### src/rtl/serial_shifter_param.sv
// serial_shifter_param
//   Bit-serial shifter. Operand A and shift amount B arrive LSB-first, one bit per
//   cycle, starting on the accepted start cycle. The XLEN-bit result is returned
//   LSB-first after an optional alignment phase.
//   Supported operations: SLL, SRL, SRA, ROL, ROR. Any other func code passes A
//   through unchanged.
//
// Ports
//   clk        clock, rising edge
//   rst        synchronous reset, active low
//   start      begin an operation (accepted only while idle)
//   func[2:0]  operation code, captured on the accepted start cycle
//   opA        operand A serial bit, LSB first
//   opB        operand B serial bit, LSB first (only the low SHAMT_W bits are kept)
//   busy       operation in progress
//   out        result serial bit, LSB first (0 when out_valid is low)
//   out_valid  result bit valid (XLEN consecutive cycles per operation)
//   out_last   final result bit
module serial_shifter_param #(
   parameter int unsigned XLEN    = 32,
   parameter int unsigned SHAMT_W = 5
) (
   input  logic       clk,
   input  logic       rst,
   input  logic       start,
   input  logic [2:0] func,
   input  logic       opA,
   input  logic       opB,
   output logic       busy,
   output logic       out,
   output logic       out_valid,
   output logic       out_last
);

   localparam int unsigned CW = SHAMT_W + 1;
   localparam logic [CW-1:0] CntLast = CW'(XLEN - 1);
   localparam logic [CW-1:0] CntXlen = CW'(XLEN);

   localparam logic [2:0] FnSll = 3'b000;
   localparam logic [2:0] FnSrl = 3'b001;
   localparam logic [2:0] FnSra = 3'b011;
   localparam logic [2:0] FnRol = 3'b100;
   localparam logic [2:0] FnRor = 3'b101;

   typedef enum logic [1:0] {StIdle, StLoad, StAlign, StOut} state_e;

   state_e              state_q, state_d;
   logic [XLEN-1:0]     data_q, data_d;
   logic [SHAMT_W-1:0]  shamt_q, shamt_d;
   logic [CW-1:0]       cnt_q, cnt_d;
   logic                sign_q, sign_d;
   logic [2:0]          func_q, func_d;

   logic                pass_thru;
   logic                rot_left;
   logic [SHAMT_W-1:0]  sh_eff;
   logic [CW-1:0]       sh_ext;

   // Reserved codes behave as a zero-distance shift.
   always_comb begin
      pass_thru = !(func_q == FnSll || func_q == FnSrl || func_q == FnSra ||
                    func_q == FnRol || func_q == FnRor);
      rot_left  = (func_q == FnSll) || (func_q == FnRol);
      sh_eff    = pass_thru ? '0 : shamt_q;
      sh_ext    = {1'b0, sh_eff};
   end

   always_comb begin
      state_d = state_q;
      data_d  = data_q;
      shamt_d = shamt_q;
      cnt_d   = cnt_q;
      sign_d  = sign_q;
      func_d  = func_q;
      unique case (state_q)
         StIdle: begin
            if (start) begin
               // The start cycle already carries bit 0 of both operands.
               func_d    = func;
               data_d    = '0;
               data_d[0] = opA;
               shamt_d   = '0;
               shamt_d[0] = opB;
               sign_d    = 1'b0;
               cnt_d     = CW'(1);
               state_d   = StLoad;
            end
         end
         StLoad: begin
            data_d[cnt_q[SHAMT_W-1:0]] = opA;
            for (int k = 0; k < int'(SHAMT_W); k++) begin
               if (cnt_q == CW'(k)) shamt_d[k] = opB;
            end
            if (cnt_q == CntLast) begin
               // shamt is complete here since SHAMT_W < XLEN.
               sign_d  = opA;
               cnt_d   = '0;
               state_d = (sh_eff != '0) ? StAlign : StOut;
            end else begin
               cnt_d = cnt_q + CW'(1);
            end
         end
         StAlign: begin
            if (rot_left) data_d = {data_q[XLEN-2:0], data_q[XLEN-1]};
            else          data_d = {data_q[0], data_q[XLEN-1:1]};
            if ((cnt_q + CW'(1)) == sh_ext) begin
               cnt_d   = '0;
               state_d = StOut;
            end else begin
               cnt_d = cnt_q + CW'(1);
            end
         end
         StOut: begin
            data_d = {data_q[0], data_q[XLEN-1:1]};
            if (cnt_q == CntLast) begin
               cnt_d   = '0;
               state_d = StIdle;
            end else begin
               cnt_d = cnt_q + CW'(1);
            end
         end
         default: state_d = StIdle;
      endcase
   end

   // Outputs depend only on registered state.
   always_comb begin
      busy      = (state_q != StIdle);
      out       = 1'b0;
      out_valid = 1'b0;
      out_last  = 1'b0;
      if (state_q == StOut) begin
         out_valid = 1'b1;
         out_last  = (cnt_q == CntLast);
         case (func_q)
            FnSll:   out = (cnt_q < sh_ext) ? 1'b0 : data_q[0];
            FnSrl:   out = (cnt_q >= (CntXlen - sh_ext)) ? 1'b0 : data_q[0];
            FnSra:   out = (cnt_q >= (CntXlen - sh_ext)) ? sign_q : data_q[0];
            default: out = data_q[0];
         endcase
      end
   end

   always_ff @(posedge clk) begin
      if (!rst) begin
         state_q <= StIdle;
         data_q  <= '0;
         shamt_q <= '0;
         cnt_q   <= '0;
         sign_q  <= 1'b0;
         func_q  <= '0;
      end else begin
         state_q <= state_d;
         data_q  <= data_d;
         shamt_q <= shamt_d;
         cnt_q   <= cnt_d;
         sign_q  <= sign_d;
         func_q  <= func_d;
      end
   end

endmodule

### config.mk
export PLATFORM = sky130hd
export DESIGN_NAME = serial_shifter_param
export DESIGN_NICKNAME = d
export VERILOG_FILES = /design/src/rtl/serial_shifter_param.sv
export SDC_FILE = /design/constraint.sdc
export NUM_CORES = 1
export LEC_CHECK = 0
export CELL_PAD_IN_SITES_DETAIL_PLACEMENT = 0
export CELL_PAD_IN_SITES_GLOBAL_PLACEMENT = 1
export CORE_ASPECT_RATIO = 1.2
export CORE_MARGIN = 4
export CORE_UTILIZATION = 40
export DETAILED_ROUTE_END_ITERATION = 10
export HOLD_SLACK_MARGIN = 0.12
export PLACE_DENSITY = 0.78
export SETUP_SLACK_MARGIN = 0.2
export SYNTH_ARGS = -nofsm -noshare
export SYNTH_HDL_FRONTEND = slang
export SYNTH_SLANG_ARGS = --single-unit
### constraint.sdc
create_clock -name clk -period 5 [get_ports clk]
set_input_delay 1 -clock clk [delete_from_list [all_inputs] [get_ports clk]]
set_output_delay 1 -clock clk [all_outputs]
set_load 0.005 [all_outputs]
### Routed metal, one colour a layer, run 1

Drawn at 2 px/um. Only two layers are drawn.
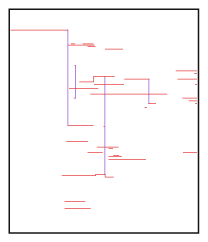
| layer | colour | wire length |
|---|---|---|
| M4 | purple | 125 um |
| M3 | red | 327 um |

### Logic cells by family, run 1

Drawn at 3 px/um.
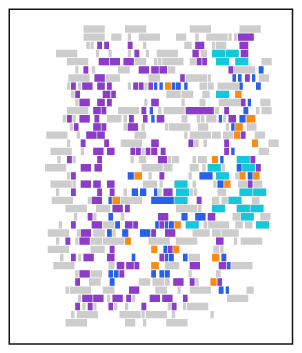
| family | colour | cells | most used |
|---|---|---|---|
| aoi and oai cells | purple | 134 | a21oi_1 |
| fa/ha/maj cells | cyan | 21 | ha_1 |
| nand cells | blue | 55 | nand2_1 |
| and/or cells | orange | 19 | and2_1 |

==> flow report, run 1 <==
========================================================================================================
Share of cells above drive strength 1                                                             10.27%
Cell type with the highest aggregate area in the netlist                                         dfxtp_1
Path length in cells of the critical path                                                             14
Antenna diode count                                                                                    0
Total congestion overflow after global routing                                                         0
Number of instances in the synthesized netlist                                                       458
Nature of the critical path startpoint                                                         flip-flop
Data required, critical path                                                                     4.00 ns
DP Wirelength                                                                                   6.420 mm
Synthesized area                                                                            0.003541 mm^2
Reported max-cap violation count                                                                       0
Cells on Worst Hold Path                                                                               2
Class of the tightest hold or removal check                                                      reg2reg
Detailed-route via count                                                                            3336
Flip-flop and latch count after synthesis                                                             49
Remaining antenna violation count                                                                      0
Worst hold start                                                                              shamt_q[0]
Launching instance or port of the critical path                                                func_q[2]
Warning total across the stage logs                                                                   33
Post-detailed-routing wire length                                                               9.458 mm
Arr. time, crit path                                                                             3.19 ns
Max stage delay on crit path                                                                     0.49 ns
End of the worst register-to-register path                                                    state_q[0]
Start-to-end type of the worst setup path                                                        reg2out
Post-synth seq share                                                                              27.70%
Top-level I/O count                                                                                   12
Dominant flop cell                                                                               dfxtp_1
Overall Global Routing Usage                                                                      18.94%
Largest cell class                                                                          multi-input combinational cells
Share of total power consumed by net switching                                                    44.67%
Max VDD drop                                                                                 0.0001353 V
Signal buffers share of area                                                                      3.894%
Top delay family on crit path                                                               simple AND/OR/NAND/NOR gates
Transition time of the tightest slew-check pin                                                  1.045 ns
Fill cell instance count of the final layout                                                         931
Flop-to-flop setup slack                                                                         2.48 ns
Multi-input gate share of total cell area                                                         62.31%
Largest net degree at the start of global routing                                                     47
Worst hold margin                                                                              0.4874 ns
Highest-count logic cell in the final layout                                                      nor2_1
Register fraction of the total cell area                                                          25.87%
Placeable Area                                                                              0.008611 mm^2
Initial drt markers                                                                                  375
Sw power                                                                                     0.0005987 W
Antenna violations before repair                                                                       0
Distinct cell type count of the synthesized netlist                                                   51
Clk latency late pin                                                                             0.31 ns
Number of nets at floorplan                                                                          487
Category of the worst setup path capture point                                              primary output
Buffers outside the clock class                                                                       16
Cell with the largest stage delay on the worst path                                         clkdlybuf4s50_1
Post-CTS clock slew at the launch and capture registers of the worst setup and hold paths        0.09 ns
Async set-reset flop share out of synthesis                                                           0%
R2r startpoint                                                                                  cnt_q[1]
Count of instantiated cells in the yosys netlist                                                     458
Clock buffer depth                                                                                     2
N_taps                                                                                               117
Sequential power share                                                                             32.5%
Height of the chip                                                                              111.1 um
H-Tree Depth                                                                                           2
Number of flops mapped to enable cells by yosys                                                        0
Clock-cell share of area                                                                          2.673%
Internal power consumption                                                                   0.0007415 W
Worst hold endpoint                                                                           shamt_q[0]
Count of cells resized by post-cts repair                                                              0
Count of warnings emitted by yosys                                                                     0
Crit share post-route                                                                             83.80%
Combined area of the multi-input logic cells                                                0.002362 mm^2
Setup TNS                                                                                           0 ns
Buffers and inverters on the worst path                                                                3
Ordered list of cells on the worst path                                                     nand2b_1 -> nand2_1 -> and2_1 -> inv_1 -> ha_1 -> and3_1 -> ha_1 -> inv_1 -> ha_1 -> nand3_1 -> o21ai_0 -> mux2i_1 -> and2_1 -> clkdlybuf4s50_1
Width of the chip                                                                               93.89 um
Quantity of hold-fixing buffers added after cts                                                        0
TritonCTS clock tree                                                                                done
Leading cell type by number of instances after synthesis                                          nor2_1
Top-area cell share                                                                               27.70%
Result of the run                                                                           finished, final reports clean
Post-DR wirelength/cell                                                                         16.74 um
Remaining design rule violation count                                                                  0
========================================================================================================
### Clock nets, run 1

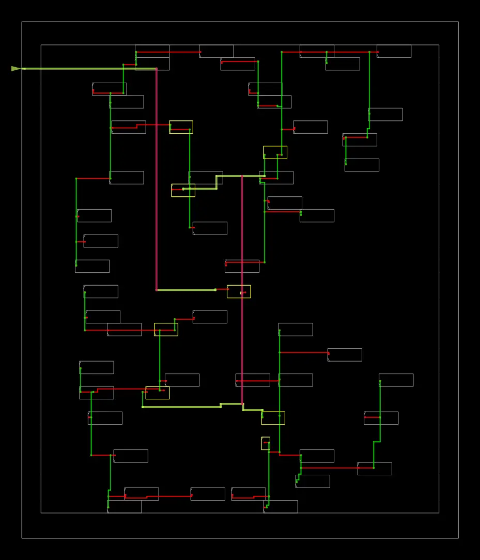
count of clock-net buffers in the final layout: 7
largest clock skew in the final design: 0.008785 ns

## run 1: layer usage
| layer | share of wire (%) | track usage, % | wire (um) | vias to the layer above |
|---|---|---|---|---|
| li1 | - | - | - | 1660 |
| met1 | 46 | 24.67 | 4311 | 1607 |
| met2 | 50 | 32.31 | 4694 | 60 |
| met3 | 3.5 | 2.783 | 327 | 9 |
| met4 | 1.3 | 5.010 | 125 | 0 |
| met5 | 0 | 0 | 0 | - |
## run 1: power groups by stage
stage / Sequential [W] / Clock [W] / Combinational (W)
global route: 0.000440 / 0.000293 / 0.000708
detailed placement: 0.000445 / 0 / 0.000640
global placement: 0.000443 / 0 / 0.000632
floorplan: 0.000437 / 0 / 0.000468
CTS: 0.000436 / 0.000278 / 0.000641
finish: 0.000436 / 0.000264 / 0.000640
## run 1: registers in the layout (all words and copies together) (netlist names)
register,flops
state_q,2
cnt_q,6
sign_q,1
func_q,3
shamt_q,5
data_q,32
## run 1: metrics by stage
stage               total power (W)  setup slack (ns)  cells
floorplan                 0.0009043             1.824    458
global placement           0.001075             1.229    557
detailed placement         0.001085             1.141    557
CTS                        0.001355            0.7801    565
global route               0.001442            0.5769    565
finish                     0.001340            0.8099    565
## run 1: worst reg2reg max path: cells and delay by family, from the launching register on
kind	cells	cell delay, ns
and+or+nand+nor	2	0.34
adders and majority gates	1	0.42
xor gates and xnor gates	2	0.42
DFF	1	0.49
AOI/OAI and AO/OA	3	0.77
## run 1: logic make-up (layout without fill, tap and decap cells)
logic type      count (synthesis)  in the layout  share of synthesized area, %
simple gates                  170            170                         22.54
flops                          49             49                         27.70
compound gates                144            144                         28.48
xor+xnor                        8              8                         2.403
fa+ha+maj                      21             21                         7.420
mux                            18             18                         5.618
buf+inv                        48             38                         5.830
### Pin map, run 1

Drawn at 3 px/um. Pins as bars across the die edge, other pins in grey.
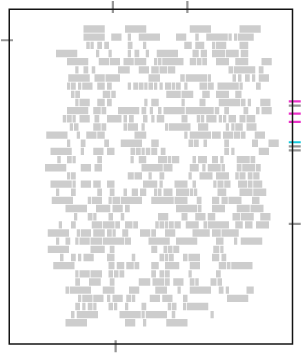

==> run 2, diff against run 1 <==
Clock period 5 ns to 4.3 ns, I/O delays scaled along.
### Pin map, run 2

Drawn at 3 px/um. Pins as bars across the die edge, other pins in grey.
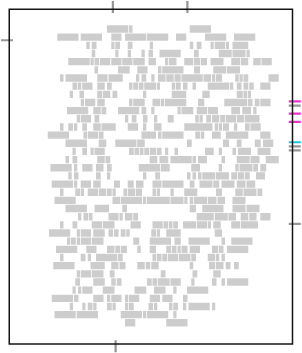
| port | colour | pins | direction | edge |
|---|---|---|---|---|
| func | magenta | 3 | input | east |
| out_valid | cyan | 1 | output | east |
all pins by edge: 8 east, 2 north, 1 west, 1 south

==> run 2 against run 1 <==
  * Via count increased by 0.57%
  * Worst setup slack got worse by 0.062 ns
  * Count of clock-buffer cells in the layout unchanged
  * Total power increased by 17%
  * Critical endpoint unchanged
  * Largest cell class unchanged
==> flow report, run 2 <==
========================================================================================================
Share of total power consumed by net switching                                                    44.66%   about the same
Warning total across the stage logs                                                                   33   unchanged
Top-level I/O count                                                                                   12   unchanged
Antenna diode count                                                                                    0   unchanged
H-Tree Depth                                                                                           2   unchanged
Cell type with the highest aggregate area in the netlist                                         dfxtp_1
TritonCTS clock tree                                                                                done
Synthesized area                                                                            0.003541 mm^2   unchanged
Met3 layer usage reported by global route                                                         3.598%   +0.81 points
Highest-count logic cell in the final layout                                                      nor2_1
Reported max-cap violation count                                                                       0   unchanged
Setup TNS                                                                                           0 ns   unchanged
DP Wirelength                                                                                   6.412 mm   -0.12%
Clock buffer depth                                                                                     2   unchanged
R2r startpoint                                                                                  cnt_q[1]
Nature of the critical path startpoint                                                         flip-flop
Start-to-end type of the worst setup path                                                        reg2out
Detailed-route via count                                                                            3355   +0.57%
Combinational-cell power consumption                                                          0.000753 W   +18%
Class of the tightest hold or removal check                                                      reg2reg
Share of cells above drive strength 1                                                             12.25%   +2.0 points
Synth Area in XOR/XNOR                                                                            2.403%   unchanged
Met2 Usage GRT                                                                                    30.46%   -1.8 points
Register bank with the most flops                                                                 data_q
Die outline area                                                                            0.01043 mm^2
Initial drt markers                                                                                  337   -10%
Height of the chip                                                                              111.1 um   unchanged
Largest family of logic cells by area                                                       AND-OR/OR-AND gates
Post-detailed-routing wire length                                                               9.389 mm   -0.73%
Fill cell instance count of the final layout                                                         905   -2.8%
Launching instance or port of the critical path                                                func_q[2]
Number of instances in the synthesized netlist                                                       458   unchanged
Leading cell type by number of instances after synthesis                                          nor2_1
Remaining antenna violation count                                                                      0   unchanged
Count of instantiated cells in the yosys netlist                                                     458   unchanged
Quantity of hold-fixing buffers added after cts                                                        0   unchanged
Transition time of the tightest slew-check pin                                                  1.059 ns   +0.01478 ns
Via count normalized by instance count                                                             5.928
Worst hold margin                                                                              0.4785 ns   -0.008942 ns
Final Setup Violations                                                                                 0
Flip-flop and latch count after synthesis                                                             49   unchanged
Antenna violations before repair                                                                       0   unchanged
Placeable Area                                                                              0.008611 mm^2   unchanged
Number of flops mapped to enable cells by yosys                                                        0   unchanged
Flop-to-flop setup slack                                                                         1.73 ns   -0.75 ns
Power group with the highest consumption                                                    combinational cells
Category of the worst setup path capture point                                              primary output
Result of the run                                                                           finished, final reports clean
Combined area of the multi-input logic cells                                                0.002386 mm^2   +1.0%
Cell with the largest stage delay on the worst path                                              dfxtp_2
Count of warnings emitted by yosys                                                                     0   unchanged
Data required, critical path                                                                     3.44 ns   -0.56 ns
Number of nets at floorplan                                                                          487   unchanged
Power in sequential cells                                                                     0.000508 W   +17%
Comb power frac                                                                                    48.0%
Adder share                                                                                       7.420%   unchanged
Async set-reset flop share out of synthesis                                                           0%   unchanged
Internal power consumption                                                                   0.0008679 W   +17%
Met1 track demand over resource                                                                   23.67%   -0.99 points
Post-DR wirelength/cell                                                                         16.59 um   -0.90%
Ordered list of cells on the worst path                                                     nand2b_4 -> nand2_2 -> and2_4 -> inv_1 -> ha_1 -> and3_1 -> ha_1 -> inv_1 -> ha_1 -> nand3_1 -> o21ai_2 -> mux2i_1 -> and2_1 -> dlymetal6s2s_1
Largest clock skew in the final design                                                       0.009187 ns   +0.0004015 ns
Width of the chip                                                                               93.89 um   unchanged
Portion of netlist area occupied by mux cells                                                     5.618%   unchanged
Post-synth seq share                                                                              27.70%   unchanged
Biggest registers after layout                                                              data_q x32, cnt_q x6, shamt_q x5
P per Cell Area                                                                             409.8 mW/mm^2
Simple-gate share of the synthesized area                                                         22.54%   unchanged
Dominant flop cell                                                                               dfxtp_1
Max stage delay on crit path                                                                     0.34 ns   -0.15 ns
GR peak layer                                                                                       met2
Number of flip-flops under the largest register name                                                  32   unchanged
Sw power                                                                                     0.0007004 W   +17%
Remaining design rule violation count                                                                  0   unchanged
Arr. time, crit path                                                                             2.69 ns   -0.50 ns
Largest net degree at the start of global routing                                                     47   unchanged
Distinct cell type count of the synthesized netlist                                                   51   unchanged
Sequential power share                                                                             32.4%   about the same
Post-CTS clock slew at the launch and capture registers of the worst setup and hold paths        0.09 ns   about the same
Worst hold start                                                                               func_q[2]
Total congestion overflow after global routing                                                         0   unchanged
========================================================================================================
### Clock nets, run 2

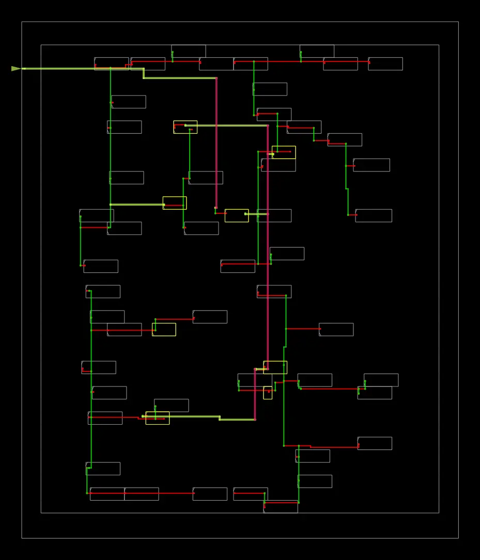
Power Clock: 0.000307 W
clk latency late pin: 0.32 ns
number of buffers added by the clock tree synthesis step: 5

[run 2: cell counts after synthesis]
No cell type changed its count.
[run 2: kinds of logic (layout without fill, tap and decap cells)]
group | after synthesis | in the layout
AND-OR/OR-AND | 144 | 144
XOR/XNOR | 8 | 8
adder cells (fa/ha/maj) | 21 | 21
buffers and inverters | 48 | 39
flip-flops | 49 | 49
multiplexers | 18 | 18
AND/OR/NAND/NOR | 170 | 170
[run 2: metal layers]
layer	wire [um]	share of wire, %
met1	4206	45
met4	184	2.0
met5	0	0
met3	427	4.5
met2	4572	49
[run 2: layout make-up]
type / count / share of cell area [%]
Sequential cell: 49 / 25.69
Clock buffer: 7 / 2.517
Multi-Input combinational cell: 361 / 62.34
Tap cell: 117 / 3.825
Inverter: 14 / 1.373
Clock inverter: 1 / 0.1308
Timing Repair Buffer: 17 / 4.119
[run 2: worst max-delay path: cells and delay by family, from the launching register on]
family	cells	cell delay [ns]
muxes	1	0.19
buffers and inverters	3	0.21
AOI/OAI and AO/OA	1	0.16
DFF	1	0.34
and+or+nand+nor	6	0.72
adders and majority gates	3	0.73
[run 2: timing repair]
item                                    4_1_cts  5_1_grt
pin swaps                                     0        1
endpoints found under the setup margin        1        1
endpoints found under the hold margin         0        0
resized                                       1       10
[run 2: path summary, 6_finish.rpt]
path / to / cells past startpoint
max: out / 14
min: func_q[2] / 2
max reg2reg: state_q[0] / 8
min reg2reg: func_q[2] / 2
[run 2: per-stage QoR]
step	util (%)	total power, W	area, um^2	setup WS [ns]	std cells
after floorplan	-	0.001051	3541	1.264	458
after global placement	42.94	0.001250	3697	0.6780	558
after detailed placement	42.94	0.001258	3697	0.5315	558
after CTS	44.12	0.001573	3799	0.2446	566
after global routing	44.45	0.001685	3827	0.5460	566
final	44.45	0.001568	3827	0.7481	566
Power figures rest on the tool's default switching activity, not on a simulated workload.
